===== src/rtl/fetch_pkg.sv =====
// Shared types and width defaults for the instruction fetch stage.
package fetch_pkg;

    localparam int unsigned FETCH_ADDR_W = 32;
    localparam int unsigned FETCH_DATA_W = 32;

    typedef enum logic [1:0] {
        IDLE  = 2'd0,
        REQ   = 2'd1,
        WAIT  = 2'd2,
        DRAIN = 2'd3
    } fetch_state_t;

endpackage


===== src/rtl/fetch_buf.sv =====
// One-entry output buffer between fetch and decode: instruction, PC, PC+4 and a valid bit.
module fetch_buf
    import fetch_pkg::*;
#(
    parameter int unsigned ADDR_W = FETCH_ADDR_W,
    parameter int unsigned DATA_W = FETCH_DATA_W
) (
    input  logic              clk,
    input  logic              rst,
    input  logic              load,
    input  logic              clear,
    input  logic              pop,
    input  logic [DATA_W-1:0] load_instr,
    input  logic [ADDR_W-1:0] load_pc,
    input  logic [ADDR_W-1:0] load_pc_add4,
    output logic              valid,
    output logic [DATA_W-1:0] instr,
    output logic [ADDR_W-1:0] pc,
    output logic [ADDR_W-1:0] pc_add4
);

    // Clear (redirect) beats load; load and pop never coincide since loads only land in an empty buffer.
    always_ff @(posedge clk or posedge rst) begin
        if (rst) begin
            valid <= 1'b0;
        end else if (clear) begin
            valid <= 1'b0;
        end else if (load) begin
            valid <= 1'b1;
        end else if (pop) begin
            valid <= 1'b0;
        end
    end

    // Payload only moves on load so it stays stable while decode stalls.
    always_ff @(posedge clk or posedge rst) begin
        if (rst) begin
            instr   <= '0;
            pc      <= '0;
            pc_add4 <= '0;
        end else if (load && !clear) begin
            instr   <= load_instr;
            pc      <= load_pc;
            pc_add4 <= load_pc_add4;
        end
    end

endmodule


===== src/rtl/fetch_unit.sv =====
// Instruction fetch: one outstanding imem request, one-entry decode buffer, redirect via flush.
module fetch_unit
    import fetch_pkg::*;
#(
    parameter int unsigned ADDR_W = FETCH_ADDR_W,
    parameter int unsigned DATA_W = FETCH_DATA_W
) (
    input  logic              clk,
    input  logic              rst,
    input  logic [ADDR_W-1:0] pc_in,
    input  logic [ADDR_W-1:0] pc_add4_in,
    output logic              pc_advance,
    input  logic              flush,
    output logic              imem_req_valid,
    input  logic              imem_req_ready,
    output logic [ADDR_W-1:0] imem_req_addr,
    input  logic              imem_rsp_valid,
    input  logic [DATA_W-1:0] imem_rsp_data,
    output logic              id_valid,
    input  logic              id_ready,
    output logic [DATA_W-1:0] id_instr,
    output logic [ADDR_W-1:0] id_pc,
    output logic [ADDR_W-1:0] id_pc_add4
);

    fetch_state_t      state;
    fetch_state_t      state_nxt;
    logic [ADDR_W-1:0] req_pc;
    logic [ADDR_W-1:0] req_pc_add4;
    logic              capture;
    logic              load;
    logic              pop;
    logic              buf_valid;

    assign imem_req_addr = pc_in;
    assign pop           = buf_valid && id_ready;
    assign id_valid      = buf_valid;

    always_ff @(posedge clk or posedge rst) begin
        if (rst) begin
            state <= IDLE;
        end else begin
            state <= state_nxt;
        end
    end

    // Next state and handshake strobes; flush suppresses the buffer load and pc_advance.
    always_comb begin
        state_nxt      = state;
        imem_req_valid = 1'b0;
        capture        = 1'b0;
        load           = 1'b0;
        pc_advance     = 1'b0;
        unique case (state)
            IDLE: begin
                if (!flush) begin
                    state_nxt = REQ;
                end
            end
            REQ: begin
                imem_req_valid = !buf_valid;
                if (!buf_valid && imem_req_ready) begin
                    capture   = 1'b1;
                    state_nxt = flush ? DRAIN : WAIT;
                end
            end
            WAIT: begin
                if (imem_rsp_valid) begin
                    state_nxt = REQ;
                    if (!flush) begin
                        load       = 1'b1;
                        pc_advance = 1'b1;
                    end
                end else if (flush) begin
                    state_nxt = DRAIN;
                end
            end
            DRAIN: begin
                if (imem_rsp_valid) begin
                    state_nxt = REQ;
                end
            end
            default: begin
                state_nxt = IDLE;
            end
        endcase
    end

    // PC pair of the outstanding request, tagged onto the instruction when it returns.
    always_ff @(posedge clk or posedge rst) begin
        if (rst) begin
            req_pc      <= '0;
            req_pc_add4 <= '0;
        end else if (capture) begin
            req_pc      <= pc_in;
            req_pc_add4 <= pc_add4_in;
        end
    end

    fetch_buf #(
        .ADDR_W (ADDR_W),
        .DATA_W (DATA_W)
    ) u_buf (
        .clk          (clk),
        .rst          (rst),
        .load         (load),
        .clear        (flush),
        .pop          (pop),
        .load_instr   (imem_rsp_data),
        .load_pc      (req_pc),
        .load_pc_add4 (req_pc_add4),
        .valid        (buf_valid),
        .instr        (id_instr),
        .pc           (id_pc),
        .pc_add4      (id_pc_add4)
    );

endmodule


===== config.mk =====
export PLATFORM = sky130hd
export DESIGN_NAME = fetch_unit
export DESIGN_NICKNAME = d
export VERILOG_FILES = /design/src/rtl/fetch_pkg.sv /design/src/rtl/fetch_buf.sv /design/src/rtl/fetch_unit.sv
export SDC_FILE = /design/constraint.sdc
export NUM_CORES = 1
export LEC_CHECK = 0
export ABC_AREA = 1
export CORE_MARGIN = 2
export CORE_UTILIZATION = 40
export DETAILED_ROUTE_END_ITERATION = 7
export PLACE_DENSITY = 0.73
export RECOVER_POWER = 50
export SYNTH_ARGS = -nofsm -noshare
export SYNTH_HDL_FRONTEND = slang
export SYNTH_SLANG_ARGS = --single-unit

===== constraint.sdc =====
create_clock -name clk -period 15.7 [get_ports clk]
set_input_delay 3.14 -clock clk [delete_from_list [all_inputs] [get_ports clk]]
set_output_delay 3.14 -clock clk [all_outputs]
set_load 0.1 [all_outputs]

==> flow_summary_export.csv, run 1 <==
group,metric,value,unit
outcome,run_status,"finished, violations left",
outcome,failed_checks,"max-capacitance violations, max-slew violations",
synth,synthMostInstantiatedCell,"sky130_fd_sc_hd__nand2_1",
critical_path,crit_path_max_fanout,66,
synth,synth.area.top_cells,"sky130_fd_sc_hd__dfrtp_1, sky130_fd_sc_hd__nand2_1, sky130_fd_sc_hd__o21ai_0, sky130_fd_sc_hd__buf_4, sky130_fd_sc_hd__inv_1",
critical_path,critical_path.top_delay_family,"buffers and inverters",
critical_path,timing.setup.critical_path_class,"in -> out",
synth,ys.flop_type,"sky130_fd_sc_hd__dfrtp_1",
synth,mux_share,0,%
synth,yosysTopAreaCellShare,62.2,%
critical_path,critical_path.cell_chain,"dlygate4sd3_1 > inv_1 > nand3_1 > clkinv_1 > clkdlybuf4s50_1",
finish,comb_cells,408,
critical_path,worst-path-buf-inv,4,
global_route,groute.layer.met1.usage,23.2,%
synth,yosys_register_bits,163,
die,io_pins,233,
finish,largest_class,"sequential cells",
cts,clock_tree_root,"sky130_fd_sc_hd__clkbuf_16",
critical_path,cpPeakStageDelay,1.50,ns
die,num_tap_cells,216,
critical_path,r2r_start,"state[1]",
timing,post-route-worst-setup-slack,5.67,ns
timing,timing.final.crit_share,63.9,%
die,die_area,17400,um^2
critical_path,total_stage_count_of_the_critical_path,5,
synth,postSynthNetCount,810,
timing,worst_pin_slew,4.64,ns
finish,num-fill-cells,1427,
critical_path,reg2reg_to,"req_pc[3]",
drt,met2_wirelength,6.82,mm
finish,clkCellAreaFrac,6.48,%
global_route,pin_count_of_the_biggest_net_entering_global_routing,99,
die,die_y,132,um
drt,met1Wirelength,6.87,mm
critical_path,critical-path-slowest-cell,"sky130_fd_sc_hd__nand3_1",
global_route,antenna_violations_before_repair,0,
die,die_w,132,um
synth,compound_gate_fraction_of_synth_area,9.52,%
global_route,busiest_layer,"met2",
synth,synth_cells,702,
finish,sh_comb_area,19.4,%
synth,synth-seq-area-share,62.2,%
placement,detailed_placer_s_ending_hpwl,10.1,mm
cts,clk_pin_slew_worst_paths,0.06,ns
synth,yosys.stat.chipArea,6560,um^2
drt,drt_first_pass_iters,4,
finish,ff_count,163,
synth,synthDominantAreaCellType,"sky130_fd_sc_hd__dfrtp_1",
finish,layout-drive-gt1-share,5.97,%
finish,design_area,9360,um^2
timing,fin_hold_ws,0.470,ns
timing,max_slew_violation_total_from_the_final_report,376,
synth,ys_warn_count,0,
placement,placed_cells,1088,
critical_path,cp_data_required_time,12.56,ns
hold_path,worst_hold_check_path_type,"reg -> reg",
synth,netlist_top_cells_count,"sky130_fd_sc_hd__nand2_1, sky130_fd_sc_hd__dfrtp_1, sky130_fd_sc_hd__inv_1",
timing,maxClockFrequency,99.7,MHz
global_route,use_met2,28.0,%
synth,synth.yosys.num_cells,702,
drt,highest_layer,"met4",
global_route,grt.met3_usage,5.69,%
critical_path,worst_setup_startpoint,"flush",
timing,maxSlewHeadroom,-209,%
cts,tritoncts,"yes",
timing,final_count_of_negative_setup_slack_endpoints,0,
drt,antenna_left,0,
drt,routed_via_count_divided_by_cell_count,4.52,
synth,synth_area,6560,um^2
cts,cts.sink_count,163,
synth,fraction_of_the_mapped_netlist_area_in_adder_cells,1.15,%
critical_path,critPathCapture,"pc_advance",
timing,hold_viol_final,0,
placement,dp_slack,6.91,ns
finish,final.signal_buffer_count,236,
cts,clk_latency,0.42,ns
synth,post_synth_xor_area_fraction,0,%
cts,htree_levels,4,
placement,gp_congestion,0.783,
finish,logic_area,1820,um^2
global_route,first_global_vias,4967,
critical_path,worst_setup_path_end_kind,"output port",
cts,ctsLongestPathBuffers,2,
placement,port-buffer-count,232,
die,floorplanUtilization,41.1,%
flow_run,max-cap-violations,5,
hold_path,worstHoldPathCells,2,
drt,drcViolationCount,0,
finish,n_antenna_cell,0,
critical_path,rrSetupSlack,10.26,ns
drt,count_of_routing_violations_after_the_opening_detailed_route_iteration,271,
cts,cts_post_setup_buffers_inserted,0,
synth,synth-async-reset-ratio,100,%
critical_path,worst_reg_to_reg_cells,7,
flow_run,tool_warnings,31,
synth,synth.cellmix.simpleShare,17.2,%
synth,enable_flop_cells,0,
timing,finalSetupTns,0,ns
finish,finish.cell_count_without_fillers,1120,
placement,dpl_cell_area,8790,um^2
finish,seq_area,4080,um^2
drt,met3WireLength,1.05,mm
global_route,grt_overflow_total,0,
## run 1: placed cells by master, fill, tap and decap left out, types with 6 or more instances in the layout
cell type	netlist	final
sky130_fd_sc_hd__nor2_1	56	56
sky130_fd_sc_hd__o21ai_0	54	54
sky130_fd_sc_hd__nand2_1	222	223
sky130_fd_sc_hd__ha_1	6	6
sky130_fd_sc_hd__clkdlybuf4s50_1	0	226
sky130_fd_sc_hd__clkbuf_16	0	17
sky130_fd_sc_hd__inv_1	63	62
sky130_fd_sc_hd__a21oi_2	19	19
sky130_fd_sc_hd__dlygate4sd3_1	0	6
sky130_fd_sc_hd__dfrtp_1	163	163
sky130_fd_sc_hd__nand3_1	11	12
sky130_fd_sc_hd__a21oi_1	36	36
**Run 1: clock wiring as the flow saved it**

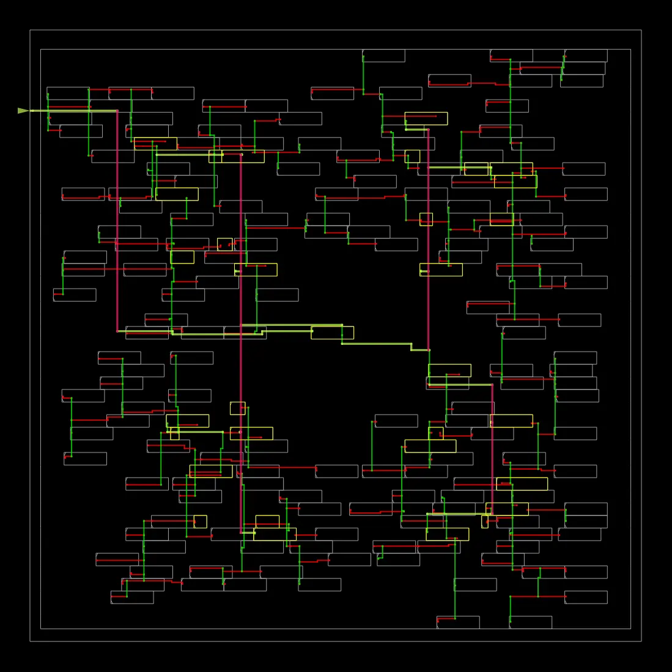
TritonCTS Buffers: 17
final clock skew: 0.00689 ns

**Run 1: wiring by layer**

Scale bar: 50 um. Only two layers are drawn.
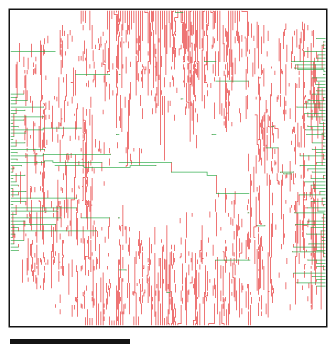
met3: marked green, wire length 1050 um. met2: marked red, wire length 6820 um.
average wire per cell in the routed design: 13.4 um
overall routing resource usage: 17.8%
final wirelength: 15.0 mm
total via count after detailed routing: 5063

**Run 1: cells coloured by class**

Fill, decap, tap and diode cells in grey.
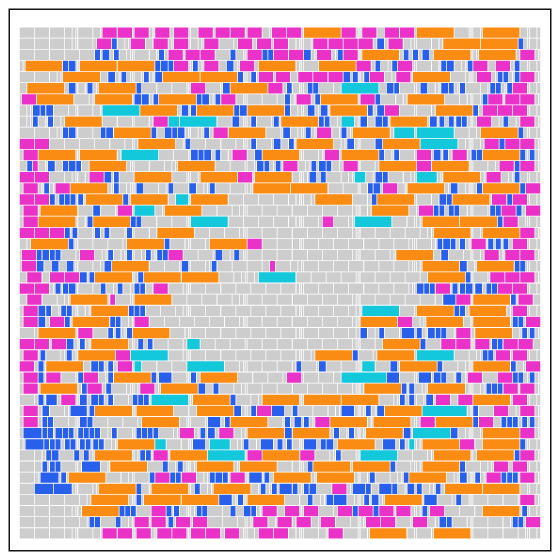
all other logic: marked blue, cells 473, share of their area 23%. other buffers and delay cells: marked magenta, cells 236, share of their area 26%. flops: marked orange, cells 163, share of their area 45%. clock drivers and dummy loads: marked cyan, cells 32, share of their area 6.7%.
CORE AREA: 15900 um^2
final core area utilization: 58.7%
share of the final layout cell area in sequential cells: 43.6%
row count: 46

**Run 1: floorplan with the power grid**

Scale bar: 50 um. Pins as bars on the die edge.
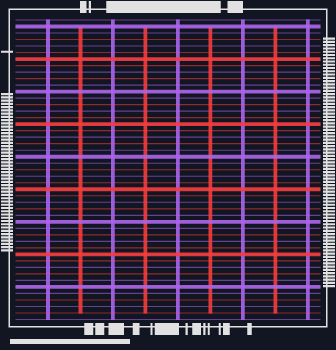

==> inputs of run 2 (changes only) <==
--- a/config.mk
+++ b/config.mk
@@ -9,7 +9,7 @@
 export CORE_MARGIN = 2
 export CORE_UTILIZATION = 40
 export DETAILED_ROUTE_END_ITERATION = 7
-export PLACE_DENSITY = 0.73
+export PLACE_DENSITY = 0.75
 export RECOVER_POWER = 50
 export SYNTH_ARGS = -nofsm -noshare
 export SYNTH_HDL_FRONTEND = slang
==> constraint.sdc (replaced) <==
create_clock -name clk -period 8.5 [get_ports clk]
set_input_delay 1.7 -clock clk [delete_from_list [all_inputs] [get_ports clk]]
set_output_delay 1.7 -clock clk [all_outputs]
set_load 0.1 [all_outputs]
**Run 2: floorplan with the power grid**

Scale bar: 50 um. Pins as bars on the die edge.
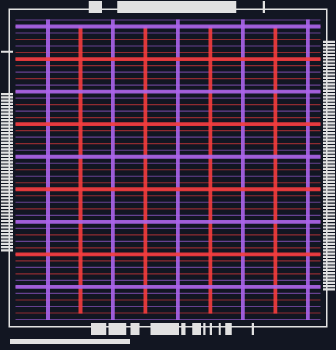
VDD: marked red. VSS: marked purple.
9 straps on met5. 47 met1 rails follow the rows. The core has 46 rows. 233 signal pins sit on the boundary. 9 straps on met4.
die boundary width: 132 um
die height: 132 um

**Run 2: cells coloured by class**

Fill, decap, tap and diode cells in grey.
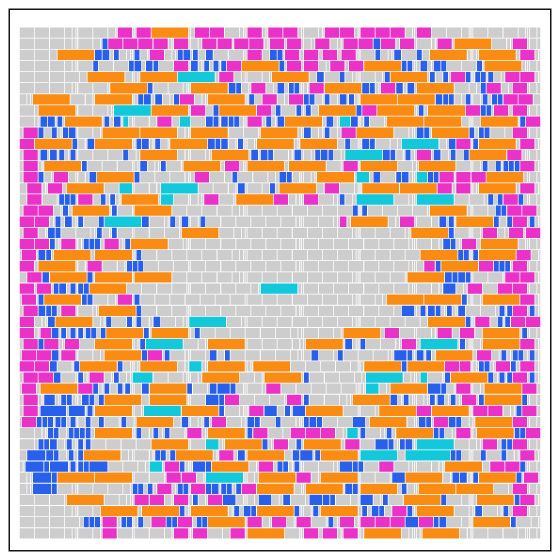
clock drivers and dummy loads: marked cyan, cells 32, share of their area 6.3%. flops: marked orange, cells 163, share of their area 45%. other buffers and delay cells: marked magenta, cells 236, share of their area 26%. all other logic: marked blue, cells 473, share of their area 23%.

==> run 2 against run 1 <==
Compared with the run above: the flow still finishes with violations (max-capacitance violations, max-slew violations); highest routed layer unchanged; routed wire length up 1.9%; critical path depth unchanged; critical path type unchanged; non-clock buffer count unchanged; clock skew up 0.0038 ns.
==> flow_summary_export.csv, run 2 <==
group,metric,value,unit
synth,synthDominantAreaCellType,"sky130_fd_sc_hd__dfrtp_1",
critical_path,cpPeakStageDelay,1.16,ns
hold_path,worst_hold_check_path_type,"reg -> reg",
cts,tritoncts,"yes",
timing,hold_viol_final,0,
synth,synth.area.top_cells,"sky130_fd_sc_hd__dfrtp_1, sky130_fd_sc_hd__nand2_1, sky130_fd_sc_hd__o21ai_0, sky130_fd_sc_hd__buf_4, sky130_fd_sc_hd__inv_1",
synth,netlist_top_cells_count,"sky130_fd_sc_hd__nand2_1, sky130_fd_sc_hd__dfrtp_1, sky130_fd_sc_hd__inv_1",
critical_path,critical_path.cell_chain,"dlygate4sd3_1 > inv_1 > nand3_4 > clkinv_1 > clkdlybuf4s50_1",
finish,finish.net_count,999,
synth,yosys.stat.chipArea,6560,um^2
finish,sh_comb_area,19.6,%
global_route,pin_count_of_the_biggest_net_entering_global_routing,92,
timing,maxClockFrequency,165,MHz
drt,antenna_left,0,
critical_path,worst_setup_path_end_kind,"output port",
critical_path,critPathArrivalTime,4.36,ns
synth,synth-async-reset-ratio,100,%
synth,post_synth_main_logic_family,"simple AND/OR/NAND/NOR gates",
cts,ctsLongestPathBuffers,2,
drt,routed_via_count_divided_by_cell_count,4.53,
timing,maxSlewHeadroom,-163,%
outcome,run_status,"finished, violations left",
finish,finish.cell_count_without_fillers,1120,
drt,highest_layer,"met4",
finish,num-fill-cells,1382,
cts,clk_latency,0.42,ns
global_route,groute.layer.met1.usage,22.3,%
synth,post_synth_xor_area_fraction,0,%
placement,port-buffer-count,232,
finish,buf_share,25.1,%
flow_run,max-cap-violations,3,
finish,ff_count,163,
cts,tritoncts.num_buffers,17,
finish,logic_area,1830,um^2
synth,synth-seq-area-share,62.2,%
die,core_region_area,15900,um^2
finish,seq_area,4080,um^2
finish,layout-drive-gt1-share,6.42,%
drt,met2_wirelength,7.09,mm
finish,seq-cell-share,43.7,%
finish,postLayoutCoreUtil,58.6,%
die,io_pins,233,
drt,detail_route.wl_per_cell,13.6,um
critical_path,timing.setup.critical_path_class,"in -> out",
finish,inv_count,65,
synth,yosys.cell_types.count,20,
finish,layout_top_cell_excl_fill_tap,"sky130_fd_sc_hd__clkdlybuf4s50_1",
critical_path,worst-path-buf-inv,4,
drt,count_of_routing_violations_after_the_opening_detailed_route_iteration,285,
placement,dp_slack,2.53,ns
cts,htree_levels,4,
placement,gp_congestion,0.774,
finish,clock_buffer_count,19,
synth,yosysTopAreaCellShare,62.2,%
cts,cts.sink_count,163,
global_route,grtUsageTotal,17.9,%
outcome,failed_checks,"max-capacitance violations, max-slew violations",
finish,final_layout_top_logic_cells,"sky130_fd_sc_hd__clkdlybuf4s50_1, sky130_fd_sc_hd__nand2_1, sky130_fd_sc_hd__dfrtp_1",
die,floorplanUtilization,41.1,%
synth,compound_gate_fraction_of_synth_area,9.52,%
drt,drcViolationCount,0,
timing,finalSetupTns,0,ns
cts,holdBufCountCts,0,
global_route,antenna_violations_before_repair,0,
critical_path,crit_path_max_fanout,74,
synth,synthMostInstantiatedCell,"sky130_fd_sc_hd__nand2_1",
finish,area_growth_syn_to_layout,42.5,%
critical_path,cp_data_required_time,6.80,ns
flow_run,tool_warnings,31,
cts,cts_post_setup_buffers_inserted,0,
global_route,grt_overflow_total,0,
synth,synth.yosys.num_cells,702,
synth,synth_area,6560,um^2
placement,placed_cells,1088,
drt,routed-via-count,5073,
timing,final_count_of_negative_setup_slack_endpoints,0,
timing,rsz0062_at_grt,"no",
critical_path,worstSetupStartpointType,"primary input",
placement,dpl_cell_area,8790,um^2
timing,finClkSkew,0.0107,ns
critical_path,critical_path.top_delay_family,"buffers and inverters",
global_route,busiest_layer,"met2",
synth,mux_share,0,%
timing,fin_hold_ws,0.468,ns
drt,met3WireLength,1.05,mm
global_route,first_global_vias,5015,
finish,final.signal_buffer_count,236,
synth,synth_cells,702,
timing,max_slew_violation_total_from_the_final_report,232,
cts,clk_pin_slew_worst_paths,0.07,ns
synth,syn_avg_cell_area,9.34,um^2
timing,worst_pin_slew,3.92,ns
die,num_tap_cells,216,
critical_path,critical-path-slowest-cell,"sky130_fd_sc_hd__clkdlybuf4s50_1",
synth,fraction_of_the_mapped_netlist_area_in_adder_cells,1.15,%
placement,detailed_placer_s_ending_hpwl,10.2,mm
synth,enable_flop_cells,0,
global_route,grt.met3_usage,5.65,%
synth,postSynthNetCount,810,
global_route,grt_pass1_wl,24.9,mm
synth,ys_warn_count,0,
timing,period_minus_slack,6.06,ns
finish,design_area,9340,um^2
timing,timing.final.crit_share,71.3,%
die,die_area,17400,um^2
finish,comb_cells,408,
die,floorplan.rows,46,
drt,drt_first_pass_iters,4,
finish,largest_class,"sequential cells",
timing,post-route-worst-setup-slack,2.44,ns
cts,cts_repair_resize_count,0,
cts,clock_tree_root,"sky130_fd_sc_hd__clkbuf_16",
drt,met1Wirelength,6.72,mm
synth,yosys_register_bits,163,
finish,n_antenna_cell,0,
drt,drt-total-wl,15.3,mm
synth,ys.flop_type,"sky130_fd_sc_hd__dfrtp_1",
synth,synth.cellmix.simpleShare,17.2,%
global_route,use_met2,29.1,%
finish,clkCellAreaFrac,6.09,%
==> run 2: cell counts after synthesis <==
No cell type changed its count.
==> run 2: worst paths after layout <==
path                                       from                 to  slack, ns  depth (start not counted)
worst max register to register         state[1]     req_pc_add4[4]       4.91                          8
min in group asynchronous                   rst       u_buf.pc[13]       2.90                          2
max in group asynchronous                   rst  u_buf.pc_add4[18]       2.62                          3
worst max-delay path                      flush         pc_advance       2.44                          5
worst min-delay path            req_pc_add4[29]  u_buf.pc_add4[29]       0.47                          2
worst min register to register  req_pc_add4[29]  u_buf.pc_add4[29]       0.47                          2
==> run 2: worst min-delay path: stages (launching register included) <==
cell,delay (ns)
sky130_fd_sc_hd__dfrtp_1,0.34
sky130_fd_sc_hd__nand2_1,0.05
sky130_fd_sc_hd__nand2_1,0.04
**Run 2: wiring by layer**

Scale bar: 50 um. Only two layers are drawn.
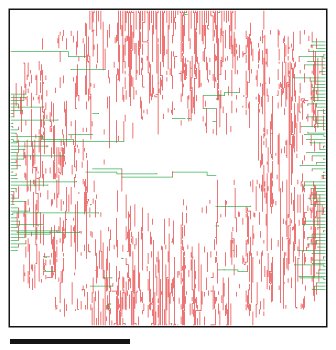

==> inputs of run 3 (changes only) <==
==> constraint.sdc (replaced) <==
create_clock -name clk -period 5.5 [get_ports clk]
set_input_delay 1.1 -clock clk [delete_from_list [all_inputs] [get_ports clk]]
set_output_delay 1.1 -clock clk [all_outputs]
set_load 0.1 [all_outputs]
**Run 3: wiring by layer**

Scale bar: 50 um. Only two layers are drawn.
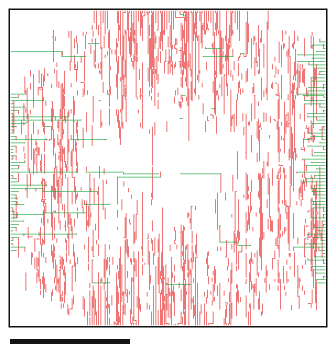
met2: marked red, wire length 7180 um. met3: marked green, wire length 888 um.

==> run 3 against run 2 <==
Compared with the run above: critical path depth shrank 3; critical endpoint is now imem_req_addr[2]; worst setup slack got worse by 0.80 ns; largest cell class unchanged; flip-flop count unchanged; highest routed layer unchanged; core utilization rose by 0.13 points; cell count barely moved; cell area is 0.23% higher; synthesized area is the same; first-iteration DRC count is 19% higher; the run still ends with max-capacitance violations, max-slew violations left.
==> flow_summary_export.csv, run 3 <==
group,metric,value,unit
drt,detail_route.wl_per_cell,13.6,um
cts,htree_levels,4,
cts,cts.sink_count,163,
die,floorplanUtilization,41.1,%
timing,period_minus_slack,3.86,ns
timing,rsz0062_at_grt,"no",
finish,num-fill-cells,1436,
synth,synth.cellmix.simpleShare,17.2,%
die,num_tap_cells,216,
placement,dpl_cell_area,8820,um^2
synth,synthDominantAreaCellType,"sky130_fd_sc_hd__dfrtp_1",
synth,ys.flop_type,"sky130_fd_sc_hd__dfrtp_1",
finish,seq-cell-share,43.6,%
finish,ff_count,163,
drt,drcViolationCount,0,
finish,buf_share,25.4,%
drt,drt-total-wl,15.2,mm
finish,comb_cells,408,
critical_path,critical-path-slowest-cell,"sky130_fd_sc_hd__clkdlybuf4s50_1",
drt,highest_layer,"met4",
finish,area_growth_syn_to_layout,42.9,%
global_route,antenna_violations_before_repair,0,
synth,yosys.cell_types.count,20,
critical_path,crit_path_max_fanout,2,
synth,synth.area.top_cells,"sky130_fd_sc_hd__dfrtp_1, sky130_fd_sc_hd__nand2_1, sky130_fd_sc_hd__o21ai_0, sky130_fd_sc_hd__buf_4, sky130_fd_sc_hd__inv_1",
global_route,grt.met3_usage,4.88,%
timing,finalSetupTns,0,ns
finish,inv_count,65,
drt,met2_wirelength,7.18,mm
synth,yosys.stat.chipArea,6560,um^2
placement,port-buffer-count,232,
global_route,grt_overflow_total,0,
global_route,first_global_vias,4974,
die,core_region_area,15900,um^2
timing,hold_viol_final,0,
timing,maxSlewHeadroom,-36.9,%
timing,final_count_of_negative_setup_slack_endpoints,0,
placement,gp_congestion,0.777,
drt,count_of_routing_violations_after_the_opening_detailed_route_iteration,340,
timing,finClkSkew,0.00795,ns
synth,synth-seq-area-share,62.2,%
cts,tritoncts,"yes",
synth,post_synth_main_logic_family,"simple AND/OR/NAND/NOR gates",
synth,fraction_of_the_mapped_netlist_area_in_adder_cells,1.15,%
finish,seq_area,4080,um^2
critical_path,timing.setup.critical_path_class,"in -> out",
timing,timing.final.crit_share,70.3,%
outcome,run_status,"finished, violations left",
synth,ys_warn_count,0,
critical_path,worstSetupStartpointType,"primary input",
synth,synth_cells,702,
die,die_area,17400,um^2
placement,placed_cells,1089,
synth,mux_share,0,%
cts,cts_post_setup_buffers_inserted,0,
outcome,failed_checks,"max-capacitance violations, max-slew violations",
die,die_w,132,um
drt,drt_first_pass_iters,4,
cts,cts_repair_resize_count,0,
global_route,grt_pass1_wl,25.1,mm
cts,tritoncts.num_buffers,17,
cts,clk_pin_slew_worst_paths,0.06,ns
flow_run,max-cap-violations,1,
flow_run,tool_warnings,33,
finish,clkCellAreaFrac,5.92,%
synth,synth.yosys.num_cells,702,
finish,largest_class,"sequential cells",
critical_path,critical_path.top_delay_family,"buffers and inverters",
synth,postSynthNetCount,810,
drt,antenna_left,0,
critical_path,cp_data_required_time,4.40,ns
finish,design_area,9370,um^2
die,die_y,132,um
finish,finish.net_count,1000,
cts,ctsLongestPathBuffers,2,
global_route,groute.layer.met1.usage,23.4,%
synth,post_synth_xor_area_fraction,0,%
drt,met3WireLength,888,um
finish,sh_comb_area,19.6,%
finish,final_layout_top_logic_cells,"sky130_fd_sc_hd__clkdlybuf4s50_1, sky130_fd_sc_hd__nand2_1, sky130_fd_sc_hd__dfrtp_1",
cts,clk_latency,0.42,ns
timing,worst_pin_slew,2.05,ns
die,floorplan.rows,46,
finish,final.signal_buffer_count,237,
critical_path,cpPeakStageDelay,1.15,ns
synth,yosysTopAreaCellShare,62.2,%
timing,max_slew_violation_total_from_the_final_report,44,
die,io_pins,233,
hold_path,worst_hold_check_path_type,"reg -> reg",
critical_path,critPathArrivalTime,2.76,ns
drt,routed-via-count,5065,
global_route,use_met2,28.9,%
placement,dp_slack,1.64,ns
finish,n_antenna_cell,0,
timing,maxClockFrequency,259,MHz
finish,layout_top_cell_excl_fill_tap,"sky130_fd_sc_hd__clkdlybuf4s50_1",
synth,enable_flop_cells,0,
placement,detailed_placer_s_ending_hpwl,10.3,mm
drt,met1Wirelength,6.85,mm
finish,layout-drive-gt1-share,6.31,%
synth,compound_gate_fraction_of_synth_area,9.52,%
synth,synth-async-reset-ratio,100,%
cts,clock_tree_root,"sky130_fd_sc_hd__clkbuf_16",
global_route,pin_count_of_the_biggest_net_entering_global_routing,164,
drt,routed_via_count_divided_by_cell_count,4.53,
critical_path,worst_setup_path_end_kind,"output port",
cts,holdBufCountCts,0,
synth,yosys_register_bits,163,
timing,post-route-worst-setup-slack,1.64,ns
synth,netlist_top_cells_count,"sky130_fd_sc_hd__nand2_1, sky130_fd_sc_hd__dfrtp_1, sky130_fd_sc_hd__inv_1",
timing,fin_hold_ws,0.469,ns
synth,syn_avg_cell_area,9.34,um^2
synth,synth_area,6560,um^2
finish,clock_buffer_count,22,
finish,logic_area,1840,um^2
global_route,grtUsageTotal,18.0,%
**Run 3: floorplan with the power grid**

Scale bar: 50 um. Pins as bars on the die edge.
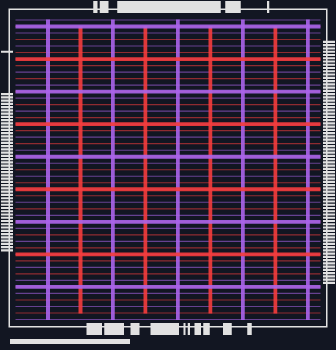
VDD: marked red. VSS: marked purple.
9 straps on met4. 47 met1 rails follow the rows. 233 signal pins sit on the boundary.

==> run 3: netlist changes by cell type in the layout (fill, tap and decap cells not counted), sizes merged <==
cell	change
buf	+2
clkbuf	+3
clkdlybuf4s50	-1
clkinv	+1
clkinvlp	-1
inv	-5
==> run 3: final timing paths <==
kind                       cells past startpoint       startpoint  slack [ns]           endpoint
setup / recovery                               2         pc_in[2]        1.64   imem_req_addr[2]
hold / removal                                 2  req_pc_add4[30]        0.47  u_buf.pc_add4[30]
setup reg to reg                               7         state[0]        2.49    u_buf.instr[10]
hold reg to reg                                2  req_pc_add4[30]        0.47  u_buf.pc_add4[30]
max in group asynchronous                      3              rst        3.43         req_pc[29]
min in group asynchronous                      3              rst        1.40    req_pc_add4[17]
